run_1/power_grid.png
Bar = 20 um. Pins as bars on the die edge.
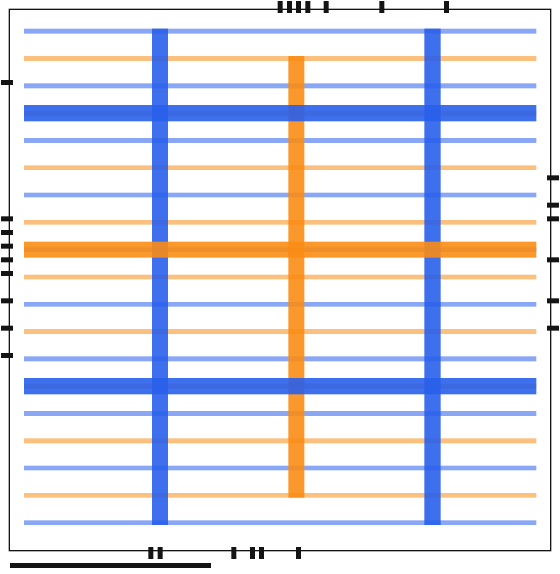
run_1/congestion.png
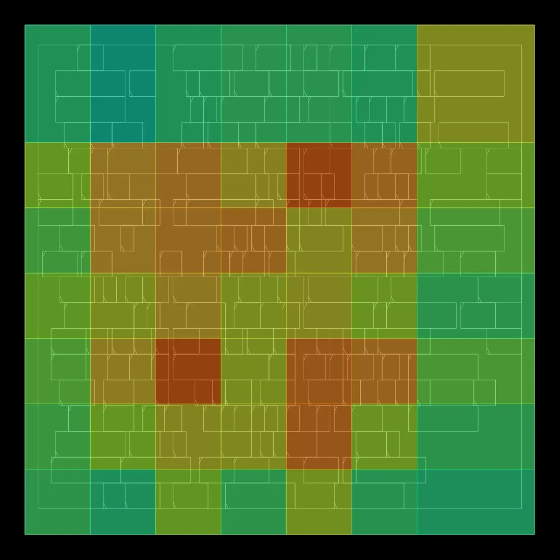
run_1/wires.png
Bar = 20 um.
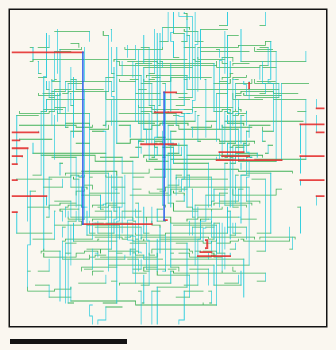
**config.mk**
```make
export PLATFORM = sky130hd
export DESIGN_NAME = vga_sync_gen_flat
export DESIGN_NICKNAME = d
export VERILOG_FILES = /design/src/rtl/vga_sync_gen_pkg.sv /design/src/rtl/vga_sync_gen_if.sv /design/src/rtl/vga_axis_counter.sv /design/src/rtl/vga_sync_gen.sv /design/src/flat_wrapper.sv
export SDC_FILE = /design/constraint.sdc
export NUM_CORES = 1
export LEC_CHECK = 0
export CAP_MARGIN = 15
export CORE_UTILIZATION = 50
export CTS_CLUSTER_DIAMETER = 200
export DETAILED_ROUTE_END_ITERATION = 7
export PLACE_DENSITY = 0.78
export REMOVE_ABC_BUFFERS = 1
export SLEW_MARGIN = 10
export SYNTH_ARGS = -nofsm -noshare
export SYNTH_HDL_FRONTEND = slang
export SYNTH_SLANG_ARGS = --single-unit
```
**constraint.sdc**
```tcl
create_clock -name clk -period 2.8 [get_ports clk]
set_input_delay 0.28 -clock clk [delete_from_list [all_inputs] [get_ports clk]]
set_output_delay 0.28 -clock clk [all_outputs]
set_load 0.02 [all_outputs]
```
**src/rtl/vga_sync_gen_pkg.sv**
```systemverilog
// Shared 640x480@60 display timing constants and coordinate type.
// Used by the sync generator, the pixel renderer and the game logic.
package vga_sync_gen_pkg;

  typedef logic [9:0] coord_t;

  localparam int unsigned VGA_H_VISIBLE = 640;
  localparam int unsigned VGA_H_FRONT   = 16;
  localparam int unsigned VGA_H_SYNC    = 96;
  localparam int unsigned VGA_H_BACK    = 48;
  localparam int unsigned VGA_V_VISIBLE = 480;
  localparam int unsigned VGA_V_FRONT   = 10;
  localparam int unsigned VGA_V_SYNC    = 2;
  localparam int unsigned VGA_V_BACK    = 33;

  localparam int unsigned VGA_H_TOTAL =
    VGA_H_VISIBLE + VGA_H_FRONT + VGA_H_SYNC + VGA_H_BACK;
  localparam int unsigned VGA_V_TOTAL =
    VGA_V_VISIBLE + VGA_V_FRONT + VGA_V_SYNC + VGA_V_BACK;

  localparam bit VGA_SYNC_ACTIVE = 1'b0;

endpackage

```
**src/rtl/vga_sync_gen_if.sv**
```systemverilog
// Raster timing bundle: pix_en in, coordinates/syncs/strobes out.
// master = timing generator, slave = renderer / game logic side.
interface vga_sync_gen_if;
  import vga_sync_gen_pkg::*;

  logic   pix_en;
  coord_t hc;
  coord_t vc;
  logic   hsync;
  logic   vsync;
  logic   video_on;
  logic   line_tick;
  logic   frame_tick;

  modport master (
    input  pix_en,
    output hc, vc, hsync, vsync,
    output video_on, line_tick, frame_tick
  );

  modport slave (
    output pix_en,
    input  hc, vc, hsync, vsync,
    input  video_on, line_tick, frame_tick
  );

endinterface

```
**src/rtl/vga_axis_counter.sv**
```systemverilog
// One raster axis: wrapping counter with registered sync/active decodes.
// Ports: clk, rst (sync, active-low), step in; count, count_nxt, wrap, sync_n, active out.
module vga_axis_counter
  import vga_sync_gen_pkg::*;
#(
  parameter coord_t TOTAL      = coord_t'(VGA_H_TOTAL),
  parameter coord_t SYNC_START = coord_t'(VGA_H_VISIBLE + VGA_H_FRONT),
  parameter coord_t SYNC_END   = coord_t'(VGA_H_VISIBLE + VGA_H_FRONT + VGA_H_SYNC),
  parameter coord_t VISIBLE    = coord_t'(VGA_H_VISIBLE)
) (
  input  logic   clk,
  input  logic   rst,
  input  logic   step,
  output coord_t count,
  output coord_t count_nxt,
  output logic   wrap,
  output logic   sync_n,
  output logic   active
);

  localparam coord_t LAST = TOTAL - coord_t'(1);

  assign wrap = (count == LAST);

  always_comb begin
    count_nxt = count;
    if (step) begin
      count_nxt = wrap ? '0 : count + coord_t'(1);
    end
  end

  // Decodes come from the next count so they line up with count itself.
  always_ff @(posedge clk) begin
    if (!rst) begin
      count  <= '0;
      sync_n <= 1'b1;
      active <= 1'b1;
    end else if (step) begin
      count  <= count_nxt;
      sync_n <= !((count_nxt >= SYNC_START) && (count_nxt < SYNC_END));
      active <= (count_nxt < VISIBLE);
    end
  end

endmodule

```
**src/rtl/vga_sync_gen.sv**
```systemverilog
// 640x480@60 raster timing generator, advanced by a pixel-enable strobe.
// Ports: clk, rst (sync, active-low); bus (master): pix_en in, hc/vc/syncs/video_on/ticks out.
module vga_sync_gen
#(
  parameter int unsigned H_VISIBLE   = vga_sync_gen_pkg::VGA_H_VISIBLE,
  parameter int unsigned H_FRONT     = vga_sync_gen_pkg::VGA_H_FRONT,
  parameter int unsigned H_SYNC      = vga_sync_gen_pkg::VGA_H_SYNC,
  parameter int unsigned H_BACK      = vga_sync_gen_pkg::VGA_H_BACK,
  parameter int unsigned V_VISIBLE   = vga_sync_gen_pkg::VGA_V_VISIBLE,
  parameter int unsigned V_FRONT     = vga_sync_gen_pkg::VGA_V_FRONT,
  parameter int unsigned V_SYNC      = vga_sync_gen_pkg::VGA_V_SYNC,
  parameter int unsigned V_BACK      = vga_sync_gen_pkg::VGA_V_BACK,
  parameter bit          SYNC_ACTIVE = vga_sync_gen_pkg::VGA_SYNC_ACTIVE
) (
  input logic           clk,
  input logic           rst,
  vga_sync_gen_if.master bus
);
  import vga_sync_gen_pkg::*;

  localparam int unsigned H_TOTAL = H_VISIBLE + H_FRONT + H_SYNC + H_BACK;
  localparam int unsigned V_TOTAL = V_VISIBLE + V_FRONT + V_SYNC + V_BACK;

  coord_t h_cnt, h_nxt, v_cnt, v_nxt;
  logic   h_wrap, v_wrap;
  logic   h_sync_n, v_sync_n;
  logic   h_act, v_act;
  logic   v_step;
  logic   unused_nxt;

  assign v_step = bus.pix_en && h_wrap;

  vga_axis_counter #(
    .TOTAL      (coord_t'(H_TOTAL)),
    .SYNC_START (coord_t'(H_VISIBLE + H_FRONT)),
    .SYNC_END   (coord_t'(H_VISIBLE + H_FRONT + H_SYNC)),
    .VISIBLE    (coord_t'(H_VISIBLE))
  ) u_h (
    .clk       (clk),
    .rst       (rst),
    .step      (bus.pix_en),
    .count     (h_cnt),
    .count_nxt (h_nxt),
    .wrap      (h_wrap),
    .sync_n    (h_sync_n),
    .active    (h_act)
  );

  vga_axis_counter #(
    .TOTAL      (coord_t'(V_TOTAL)),
    .SYNC_START (coord_t'(V_VISIBLE + V_FRONT)),
    .SYNC_END   (coord_t'(V_VISIBLE + V_FRONT + V_SYNC)),
    .VISIBLE    (coord_t'(V_VISIBLE))
  ) u_v (
    .clk       (clk),
    .rst       (rst),
    .step      (v_step),
    .count     (v_cnt),
    .count_nxt (v_nxt),
    .wrap      (v_wrap),
    .sync_n    (v_sync_n),
    .active    (v_act)
  );

  assign unused_nxt = ^{h_nxt, v_nxt};

  assign bus.hc       = h_cnt;
  assign bus.vc       = v_cnt;
  assign bus.hsync    = h_sync_n ^ SYNC_ACTIVE;
  assign bus.vsync    = v_sync_n ^ SYNC_ACTIVE;
  assign bus.video_on = h_act && v_act;

  // Strobes are held off while reset is asserted.
  assign bus.line_tick  = rst && v_step;
  assign bus.frame_tick = rst && v_step && v_wrap;

endmodule

```
**src/flat_wrapper.sv**
```systemverilog
// flat-port wrapper written by rule: the top's interface ports become plain ports
module vga_sync_gen_flat import vga_sync_gen_pkg::*;
#(
  parameter int unsigned H_VISIBLE   = vga_sync_gen_pkg::VGA_H_VISIBLE,
  parameter int unsigned H_FRONT     = vga_sync_gen_pkg::VGA_H_FRONT,
  parameter int unsigned H_SYNC      = vga_sync_gen_pkg::VGA_H_SYNC,
  parameter int unsigned H_BACK      = vga_sync_gen_pkg::VGA_H_BACK,
  parameter int unsigned V_VISIBLE   = vga_sync_gen_pkg::VGA_V_VISIBLE,
  parameter int unsigned V_FRONT     = vga_sync_gen_pkg::VGA_V_FRONT,
  parameter int unsigned V_SYNC      = vga_sync_gen_pkg::VGA_V_SYNC,
  parameter int unsigned V_BACK      = vga_sync_gen_pkg::VGA_V_BACK,
  parameter bit          SYNC_ACTIVE = vga_sync_gen_pkg::VGA_SYNC_ACTIVE
)
  (clk, rst, bus_pix_en, bus_hc, bus_vc, bus_hsync, bus_vsync, bus_video_on, bus_line_tick, bus_frame_tick);
  vga_sync_gen_if bus_i ();
  input logic clk;
  input logic rst;
  input wire logic [$bits(bus_i.pix_en)-1:0] bus_pix_en;
  output wire logic [$bits(bus_i.hc)-1:0] bus_hc;
  output wire logic [$bits(bus_i.vc)-1:0] bus_vc;
  output wire logic [$bits(bus_i.hsync)-1:0] bus_hsync;
  output wire logic [$bits(bus_i.vsync)-1:0] bus_vsync;
  output wire logic [$bits(bus_i.video_on)-1:0] bus_video_on;
  output wire logic [$bits(bus_i.line_tick)-1:0] bus_line_tick;
  output wire logic [$bits(bus_i.frame_tick)-1:0] bus_frame_tick;
  assign bus_i.pix_en = bus_pix_en;
  assign bus_hc = bus_i.hc;
  assign bus_vc = bus_i.vc;
  assign bus_hsync = bus_i.hsync;
  assign bus_vsync = bus_i.vsync;
  assign bus_video_on = bus_i.video_on;
  assign bus_line_tick = bus_i.line_tick;
  assign bus_frame_tick = bus_i.frame_tick;
  vga_sync_gen #(.H_VISIBLE(H_VISIBLE), .H_FRONT(H_FRONT), .H_SYNC(H_SYNC), .H_BACK(H_BACK), .V_VISIBLE(V_VISIBLE), .V_FRONT(V_FRONT), .V_SYNC(V_SYNC), .V_BACK(V_BACK), .SYNC_ACTIVE(SYNC_ACTIVE)) u_core (.clk(clk), .rst(rst), .bus(bus_i));
endmodule
```
==> results.yml, run 1 <==
# flow metrics
worst_setup_path:
  endpoint: "bus_line_tick"
  end_kind: "output port"
  crit_path_start_kind: "flip-flop"
  criticalPathCategory: "reg2out"
  arrival_ns: 2.23
  regToRegSetupSlack_ns: 0.31
  r2r_start: "u_core.u_h.count[0]$_SDFFE_PN0P_"
  r2r_end: "u_core.u_v.active$_SDFFE_PN1N_"
  path_max_fanout: 6
  startpoint: "u_core.u_h.count[0]$_SDFFE_PN0P_"
  reg2reg_depth: 7
sta:
  maxSlewHeadroom_pct: 53.2
  final_max_slew_viol_count: 0
  finClkSkew_ns: 0.00298
  worst_pin_slew_ns: 0.697
  rsz0062_at_grt: "false"
  finalClockPeriodUsage_pct: 89.7
  fmax_mhz: 398
  setup_viol: 0
  period_minus_slack_ns: 2.51
  setup_tns_ns: 0
clock_network:
  htree_levels: 1
  cts_tree: "built"
  clock_sinks: 24
  holdBufCountCts: 0
  postCtsSetupBuffers: 0
  cts_made_buffers: 3
yosys:
  synth-seq-cells: 24
  ys_sh_adder_pct: 2.80
  postSynthAreaPerCell_sq_um: 8.28
  aoi_share_pct: 10.7
  async_reset_ff_share_pct: 0
  syn_inst: 162
  edf_count: 0
  mux_share_pct: 1.49
  synth_warnings: 0
  synth-main-ff-cell: "dfxtp_1"
  yosys-stat-cells: 162
  xor_share_pct: 8.49
  syn-cell-area_sq_um: 1340
drt:
  ant_nets: 0
  vias: 1272
  route.detailed.drc: 0
  finalWirelength_mm: 3.09
  drt-pass1-iter-count: 4
  drtIter0Drc: 44
place:
  io_buffers: 27
  dp_hpwl_mm: 2.27
  gp_congestion: 0.810
  placed_area_sq_um: 1640
finish:
  drive_above_1_share_pct: 7.41
  final_common_cell: "clkdlybuf4s50_1"
  fin_nets: 197
  antenna_cells: 0
  reg.largest.list: "u_core.u_h.count x10, u_core.u_v.count x10"
status:
  status: "finished clean"
hold_path:
  hp-class: "reg2reg"
global_route:
  grt_pass1_wl_mm: 4.70
  grt_max_degree: 14
  grt_pass1_vias: 1053
  antenna_found_initial: 0
pwr:
  power.density_nw_per_um2: 312
floorplanning:
  fp_util_pct: 53.7
  rows: 18
About power_grid.png:
legend:
  VDD:
    colour: orange
  VSS:
    colour: blue
met1 rails: 19
rows: 18

About congestion.png:
WL/cell: 14.1 um
global route hottest layer: met2
All-Layer GR Usage: 23.2%
fin util: 67.1%
M2 GR Usage: 39.7%

About wires.png:
legend:
  metal 3:
    colour: red
    wire_length: 99.3 um
  metal 1:
    colour: green
    wire_length: 1450 um
  metal 4:
    colour: blue
    wire_length: 51.0 um
  metal 2:
    colour: cyan
    wire_length: 1500 um

[run 1: final cells by class]
class | instances | area [sq um] | share of cell area (%)
Sequential cell | 24 | 480 | 28.7
Multi-Input combinational cell | 128 | 822 | 49.0
Timing Repair Buffer | 31 | 303 | 18.1
Clock buffer | 3 | 22.5 | 1.34
Tap cell | 30 | 37.5 | 2.24
Inverter | 3 | 11.3 | 0.672
[run 1: metrics by stage]
| step | hold WS, ns | setup WS, ns | power, mW | instances |
|---|---|---|---|---|
| 6_report | 0.510 | 0.288 | 0.523 | 219 |
| 5_1_grt | 0.546 | 0.121 | 0.541 | 219 |
| 4_1_cts | 0.512 | 0.0542 | 0.529 | 219 |
| 3_5_place_dp | 0.493 | 0.208 | 0.382 | 216 |
| 3_3_place_gp | 0.470 | 0.342 | 0.381 | 216 |
| 2_1_floorplan | 0.356 | 0.438 | 0.364 | 155 |
[run 1: synthesized netlist by cell type, drive strengths merged, types with 3 or more instances]
master   n  share of area (%)
nor4     4                3.9
nand2   20                5.6
a21oi    4                1.5
dfxtp   24                 36
ha       3                2.8
nor3     3                1.1
clkbuf   4                1.1
o21ai    6                2.2
nand3   13                4.9
a21boi   3                1.7
nand4    4                1.9
xor2     6                3.9
and3     3                1.4
and2     7                3.3
xnor2    7                4.6
buf      3                1.6
inv      3               0.84
nor2    21                5.9
nand2b   3                1.4
[run 1: worst min-delay path by stage]
stage | slack [ns] | end | startpoint
final | 0.51 | u_core.u_v.sync_n$_SDFFE_PN1N_ | u_core.u_v.sync_n$_SDFFE_PN1N_
after global routing | 0.55 | u_core.u_h.sync_n$_SDFFE_PN1P_ | u_core.u_h.sync_n$_SDFFE_PN1P_
after CTS | 0.51 | u_core.u_v.sync_n$_SDFFE_PN1N_ | u_core.u_v.sync_n$_SDFFE_PN1N_
after detailed placement | 0.49 | u_core.u_v.sync_n$_SDFFE_PN1N_ | u_core.u_v.sync_n$_SDFFE_PN1N_
after global placement | 0.47 | u_core.u_v.active$_SDFFE_PN1N_ | u_core.u_v.active$_SDFFE_PN1N_
after floorplan | 0.36 | u_core.u_h.active$_SDFFE_PN1P_ | rst
[run 1: metal layers]
layer  track usage, %  share of wire (%)  vias to the layer above
met4             10.1                1.6                        0
met2             39.7                 48                       35
met3             3.67                3.2                        4
met1             28.3                 47                      612
li1                 -                  -                      621
met5                0                  0                        -
[run 1: report_power, final]
part / total, mW / switching (mW) / internal [mW]
clock: 0.149 / 0.0985 / 0.0503
combinational: 0.0273 / 0.0153 / 0.0120
sequential: 0.347 / 0.00320 / 0.344
total: 0.523 / 0.117 / 0.406
[run 1: kinds of logic after synthesis]
family                   Yosys count
AND-OR/OR-AND                     22
XOR/XNOR                          13
adder cells (fa/ha/maj)            3
buffers and inverters             10
flip-flops                        24
multiplexers                       2
AND/OR/NAND/NOR                   88
[run 1: worst max-delay path, cell delays in order, from the launching register on]
cell and delay (ns):
dfxtp_1 0.43, ha_1 0.26, nand2_1 0.12, nor4_2 0.32, and2_1 0.19, clkdlybuf4s50_1 0.60
run_1/clk_routes.png
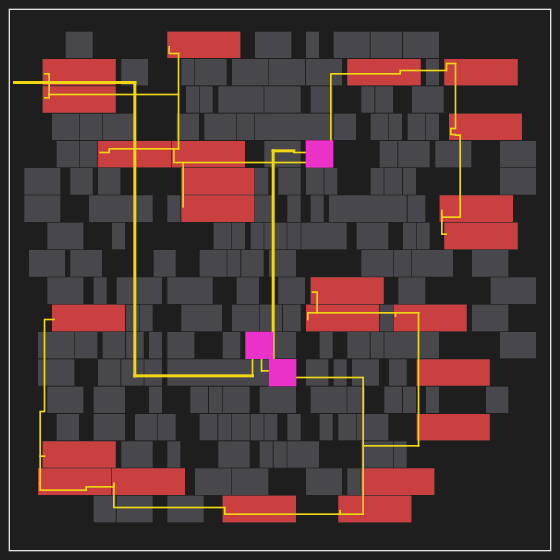

## Run 2: what changed since run 1
Settings changed: CORE_UTILIZATION 50 to 45, GPL_TIMING_DRIVEN set to 0, PLACE_DENSITY 0.78 to 0.75.
Clock period 2.8 ns to 2.17 ns, I/O delays scaled along.
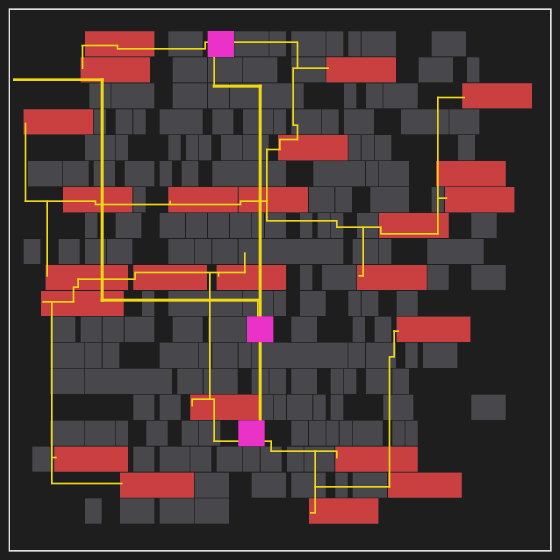
run_2/clk_routes.png
legend:
  clock drivers:
    colour: magenta
    count: 3
  flip-flops:
    colour: red
    count: 24
  clock wires:
    colour: yellow
    length: 357 um
routed clock nets: 4

==> run 2 against run 1 <==
  * The flow now finishes with violations (negative setup slack)
  * Worst setup slack lost 0.42 ns
  * Clock power up 130%
  * Critical path depth is 2 higher
  * Via count did not move
  * Power grew 57%
  * Flip-flop count did not move
  * Cell count is 3.7% higher
  * Global-route usage is 2.3 points lower
  * First-iteration DRC count is 9.1% lower
  * Combinational power is 21% higher
  * Die size is 11% higher
  * Largest power group unchanged
  * Highest routed layer unchanged
==> results.yml, run 2 <==
# flow metrics
global_route:
  grt_use_met2_pct: 33.8
  antenna_found_initial: 0
  grt_max_degree: 17
  grt_use_met1_pct: 27.0
  grt_pass1_vias: 1123
yosys:
  syn_inst: 162
  common_cells: "dfxtp_1, nor2_1, nand2_1"
  yosys.area.top_type_share_pct: 35.8
  syn-cell-area_sq_um: 1340
  postSynthAreaPerCell_sq_um: 8.28
  synth-main-ff-cell: "dfxtp_1"
place:
  placed_area_sq_um: 1610
  io_buffers: 27
  dp_hpwl_mm: 2.12
  dp_cells: 213
  gp_congestion: 0.810
drt:
  drtIter0Drc: 40
  finalWirelength_mm: 3.22
  route.detailed.drc: 0
sta:
  rsz0062_at_grt: "true"
  finalClockPeriodUsage_pct: 106
  worst_pin_slew_ns: 0.612
  final_max_slew_viol_count: 0
  maxSlewHeadroom_pct: 58.9
  fmax_mhz: 434
  worst_slack_ns: -0.137
  setup_viol: 2
finish:
  drive_above_1_share_pct: 19.4
  reg.largest.list: "u_core.u_h.count x10, u_core.u_v.count x10"
  layout.cells.non_filler: 227
  fin_nets: 203
  antenna_cells: 0
status:
  violations: "negative setup slack"
  status: "complete, but fails checks"
clock_network:
  clock_sinks: 24
  htree_levels: 1
  cts_tree: "built"
worst_setup_path:
  crit_path_start_kind: "flip-flop"
  path_max_fanout: 6
  arrival_ns: 2.52
  criticalPathCategory: "reg2reg"
  end_kind: "flip-flop"
floorplanning:
  fp_util_pct: 48.2
hold_path:
  hp-class: "in2reg"
pwr:
  power.density_nw_per_um2: 455
  total_power_mw: 0.822
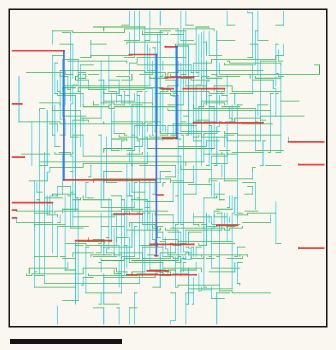
run_2/wires.png
Bar = 20 um.
legend:
  metal 1:
    colour: green
    wire_length: 1470 um
  metal 3:
    colour: red
    wire_length: 130 um
  metal 2:
    colour: cyan
    wire_length: 1540 um
  metal 4:
    colour: blue
    wire_length: 75.5 um
Vias: 1272
WL/cell: 14.2 um
All-Layer GR Usage: 20.9%

## run 2: cell counts after synthesis
Identical to the previous run, type by type.
## run 2: area by class of cell
| cell class | instances | area, sq um | share of cell area [%] |
|---|---|---|---|
| Tap cell | 31 | 38.8 | 2.15 |
| Sequential cell | 24 | 498 | 27.6 |
| Multi-Input combinational cell | 128 | 872 | 48.3 |
| Clock inverter | 1 | 30.0 | 1.66 |
| Timing Repair Buffer | 37 | 333 | 18.4 |
| Clock buffer | 3 | 22.5 | 1.25 |
| Inverter | 3 | 11.3 | 0.624 |
## run 2: kinds of logic after synthesis
group | Yosys count | share of synthesized area (%)
buffers and inverters | 10 | 3.54
adders and majority gates | 3 | 2.80
xor gates and xnor gates | 13 | 8.49
DFF | 24 | 35.8
muxes | 2 | 1.49
AOI/OAI and AO/OA | 22 | 10.7
and+or+nand+nor | 88 | 37.1
## run 2: layer usage
| metal | part of all wire [%] | vias up | wire length (um) |
|---|---|---|---|
| met1 | 46 | 590 | 1470 |
| met2 | 48 | 35 | 1540 |
| met3 | 4.0 | 7 | 129 |
| met5 | 0 | - | 0 |
| li1 | - | 640 | - |
| met4 | 2.3 | 0 | 75 |
## run 2: critical path: stages, from the launching register on
cell and delay (ns):
dfxtp_4 0.41, ha_4 0.15, nand2_4 0.05, or4_4 0.57, nor4_4 0.38, xnor2_2 0.14, nor4b_2 0.36, o211ai_1 0.12
## run 2: through the flow
| stage | utilization, % | setup WS [ns] | hold slack, ns |
|---|---|---|---|
| 2_1_floorplan | - | -0.192 | 0.293 |
| 3_3_place_gp | 58.0 | -0.879 | 0.466 |
| 3_5_place_dp | 58.0 | -0.870 | 0.477 |
| 4_1_cts | 63.2 | -0.0765 | 0.492 |
| 5_1_grt | 64.9 | -0.197 | 0.337 |
| 6_report | 64.9 | -0.137 | 0.299 |
## run 2: timing repair
action	CTS	global route
hold buffers	0	0
pin swaps	4	6
setup endpoints to repair	11	4
resized	19	13
setup buffers	7	3
## run 2: path summary, 6_finish.rpt
path / start / end / cells after the start
max reg2reg: u_core.u_h.count[0]$_SDFFE_PN0P_ / u_core.u_v.active$_SDFFE_PN1N_ / 7
min reg2reg: u_core.u_v.active$_SDFFE_PN1N_ / u_core.u_v.active$_SDFFE_PN1N_ / 2
max: u_core.u_h.count[0]$_SDFFE_PN0P_ / u_core.u_v.active$_SDFFE_PN1N_ / 7
min: bus_pix_en / u_core.u_h.count[1]$_SDFFE_PN0P_ / 3
## run 2: power breakdown
| part | internal, mW | switching (mW) | total [mW] | leakage [nW] |
|---|---|---|---|---|
| Sequential | 0.442 | 0.00521 | 0.447 | 0.198 |
| Clock | 0.187 | 0.155 | 0.342 | 0.0279 |
| Combinational | 0.0136 | 0.0193 | 0.0329 | 0.419 |
run_2/placement_by_type.png
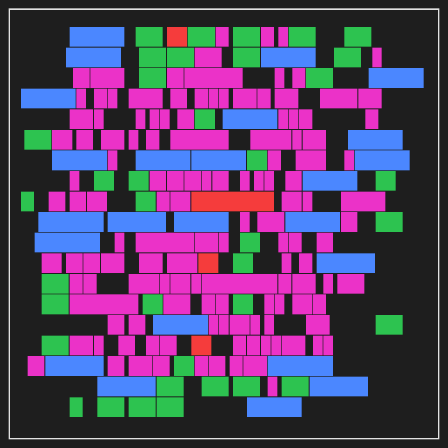

## Run 3: what changed since run 2
Settings changed: CORE_UTILIZATION 45 to 50, PLACE_DENSITY 0.75 to 0.78.
Clock period 2.17 ns to 2.3 ns, I/O delays scaled along.
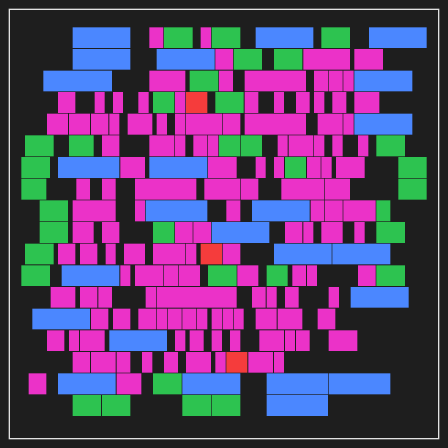
run_3/placement_by_type.png
legend:
  clock drivers:
    colour: red
    cells: 3
    share_of_their_area: 1.3%
  remaining buffers and delay cells:
    colour: green
    cells: 33
    share_of_their_area: 18%
  sequential cells:
    colour: blue
    cells: 24
    share_of_their_area: 29%
  combinational and other logic:
    colour: magenta
    cells: 131
    share_of_their_area: 51%
Cell Rows: 18
post-route cell area: 1730 sq um
Core Area: 2500 sq um
fraction of area in registers: 28.4%
fin util: 69.1%

==> run 3 against run 2 <==
  * The run now ends clean
  * Die size down 9.7%
  * Highest routed layer unchanged
  * First-iteration DRC count decreased by 43%
  * Critical path depth shrank 1
  * Power fell by 22%
  * Clock power down 44%
  * Fmax rose by 4.3%
  * Combinational power is about 10% lower
  * Critical path type unchanged
  * Worst setup slack improved by 0.23 ns
==> results.yml, run 3 <==
# flow metrics
status:
  status: "finished clean"
hold_path:
  hold_depth: 2
  hp-class: "reg2reg"
worst_setup_path:
  end_kind: "flip-flop"
  criticalPathCategory: "reg2reg"
  reg2reg_depth: 6
clock_network:
  holdBufCountCts: 0
  htree_levels: 1
  cts_tree: "built"
  clock_sinks: 24
sta:
  worst_slack_ns: 0.0884
  maxSlewHeadroom_pct: 57.6
  timing.hold.ws_ns: 0.494
  fmax_mhz: 452
  worst_pin_slew_ns: 0.631
  final_max_slew_viol_count: 0
  setup_viol: 0
  finalClockPeriodUsage_pct: 96.2
drt:
  finalWirelength_mm: 3.22
  vias: 1261
  wl_per_cell_um: 14.5
global_route:
  grt_pass1_vias: 1140
  grt_max_degree: 17
  grt_use_total_pct: 25.0
  antenna_found_initial: 0
  grt_use_met1_pct: 32.5
finish:
  fin_nets: 199
  reg.largest.list: "u_core.u_h.count x10, u_core.u_v.count x10"
  antenna_cells: 0
  layout.cells.non_filler: 221
yosys:
  yosys.area.top_type_share_pct: 35.8
  common_cells: "dfxtp_1, nor2_1, nand2_1"
  syn_inst: 162
  syn-cell-area_sq_um: 1340
pwr:
  power.density_nw_per_um2: 372
place:
  placed_area_sq_um: 1610
  dp_cells: 212
  gp_congestion: 0.826
  pre_cts_slack_ns: -0.745
  dp_hpwl_mm: 2.09
floorplanning:
  fp_util_pct: 53.7
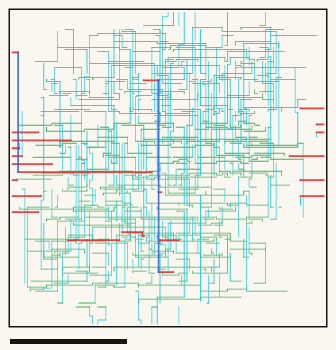
run_3/wires.png
Bar = 20 um.
legend:
  metal 2:
    colour: cyan
    wire_length: 1520 um
  metal 3:
    colour: red
    wire_length: 98.9 um
  metal 1:
    colour: green
    wire_length: 1540 um
  metal 4:
    colour: blue
    wire_length: 53.0 um

run 3: kinds of logic after synthesis:
kind of cell / count (synthesis) / synth area share [%]
xor gates and xnor gates: 13 / 8.49
and+or+nand+nor: 88 / 37.1
adders and majority gates: 3 / 2.80
buffers and inverters: 10 / 3.54
AOI/OAI and AO/OA: 22 / 10.7
muxes: 2 / 1.49
DFF: 24 / 35.8
run 3: worst paths after layout:
path                                    start                              to  slack [ns]
min            u_core.u_v.active$_SDFFE_PN1N_  u_core.u_v.active$_SDFFE_PN1N_        0.49
max reg2reg  u_core.u_h.count[7]$_SDFFE_PN0P_  u_core.u_v.active$_SDFFE_PN1N_        0.09
max          u_core.u_h.count[7]$_SDFFE_PN0P_  u_core.u_v.active$_SDFFE_PN1N_        0.09
min reg2reg    u_core.u_v.active$_SDFFE_PN1N_  u_core.u_v.active$_SDFFE_PN1N_        0.49
run 3: what timing repair did:
action | in CTS | in global routing
setup buffers | 6 | 0
resized | 9 | 10
endpoints found under the setup margin | 4 | 3
hold endpoints to repair | 0 | 0
pin swaps | 3 | 2
run 3: layout make-up:
cell class	instances	area (sq um)
clock buffers	3	22.5
fillers	206	773
inverters	3	11.3
multi-input cells	128	857
flip-flops and latches	24	490
well taps	30	37.5
repair buffers	33	308
run 3: through the flow:
| step | utilization, % | power (mW) |
|---|---|---|
| final | 69.1 | 0.642 |
| after global routing | 69.1 | 0.668 |
| after CTS | 68.2 | 0.648 |
| after detailed placement | 64.5 | 0.461 |
| after global placement | 64.5 | 0.461 |
| after floorplan | - | 0.444 |
run 3: power breakdown:
group,internal (mW),switching (mW)
clock,0.0614,0.129
combinational,0.0119,0.0176
sequential,0.418,0.00389
total,0.492,0.150
run 3: routing by layer:
layer  part of all wire (%)  routed length (um)
met4                    1.6                  53
met5                      0                   0
met1                     48                1540
met2                     47                1520
met3                    3.0                  98
run 3: critical path, cell delays in order (launching register included):
cell and delay [ns]:
dfxtp_2 0.39, nand4bb_4 0.26, or4_4 0.59, nor3_2 0.23, o221ai_1 0.16, nor4b_2 0.32, o211ai_1 0.13
Power is estimated from default activity; no workload was simulated.
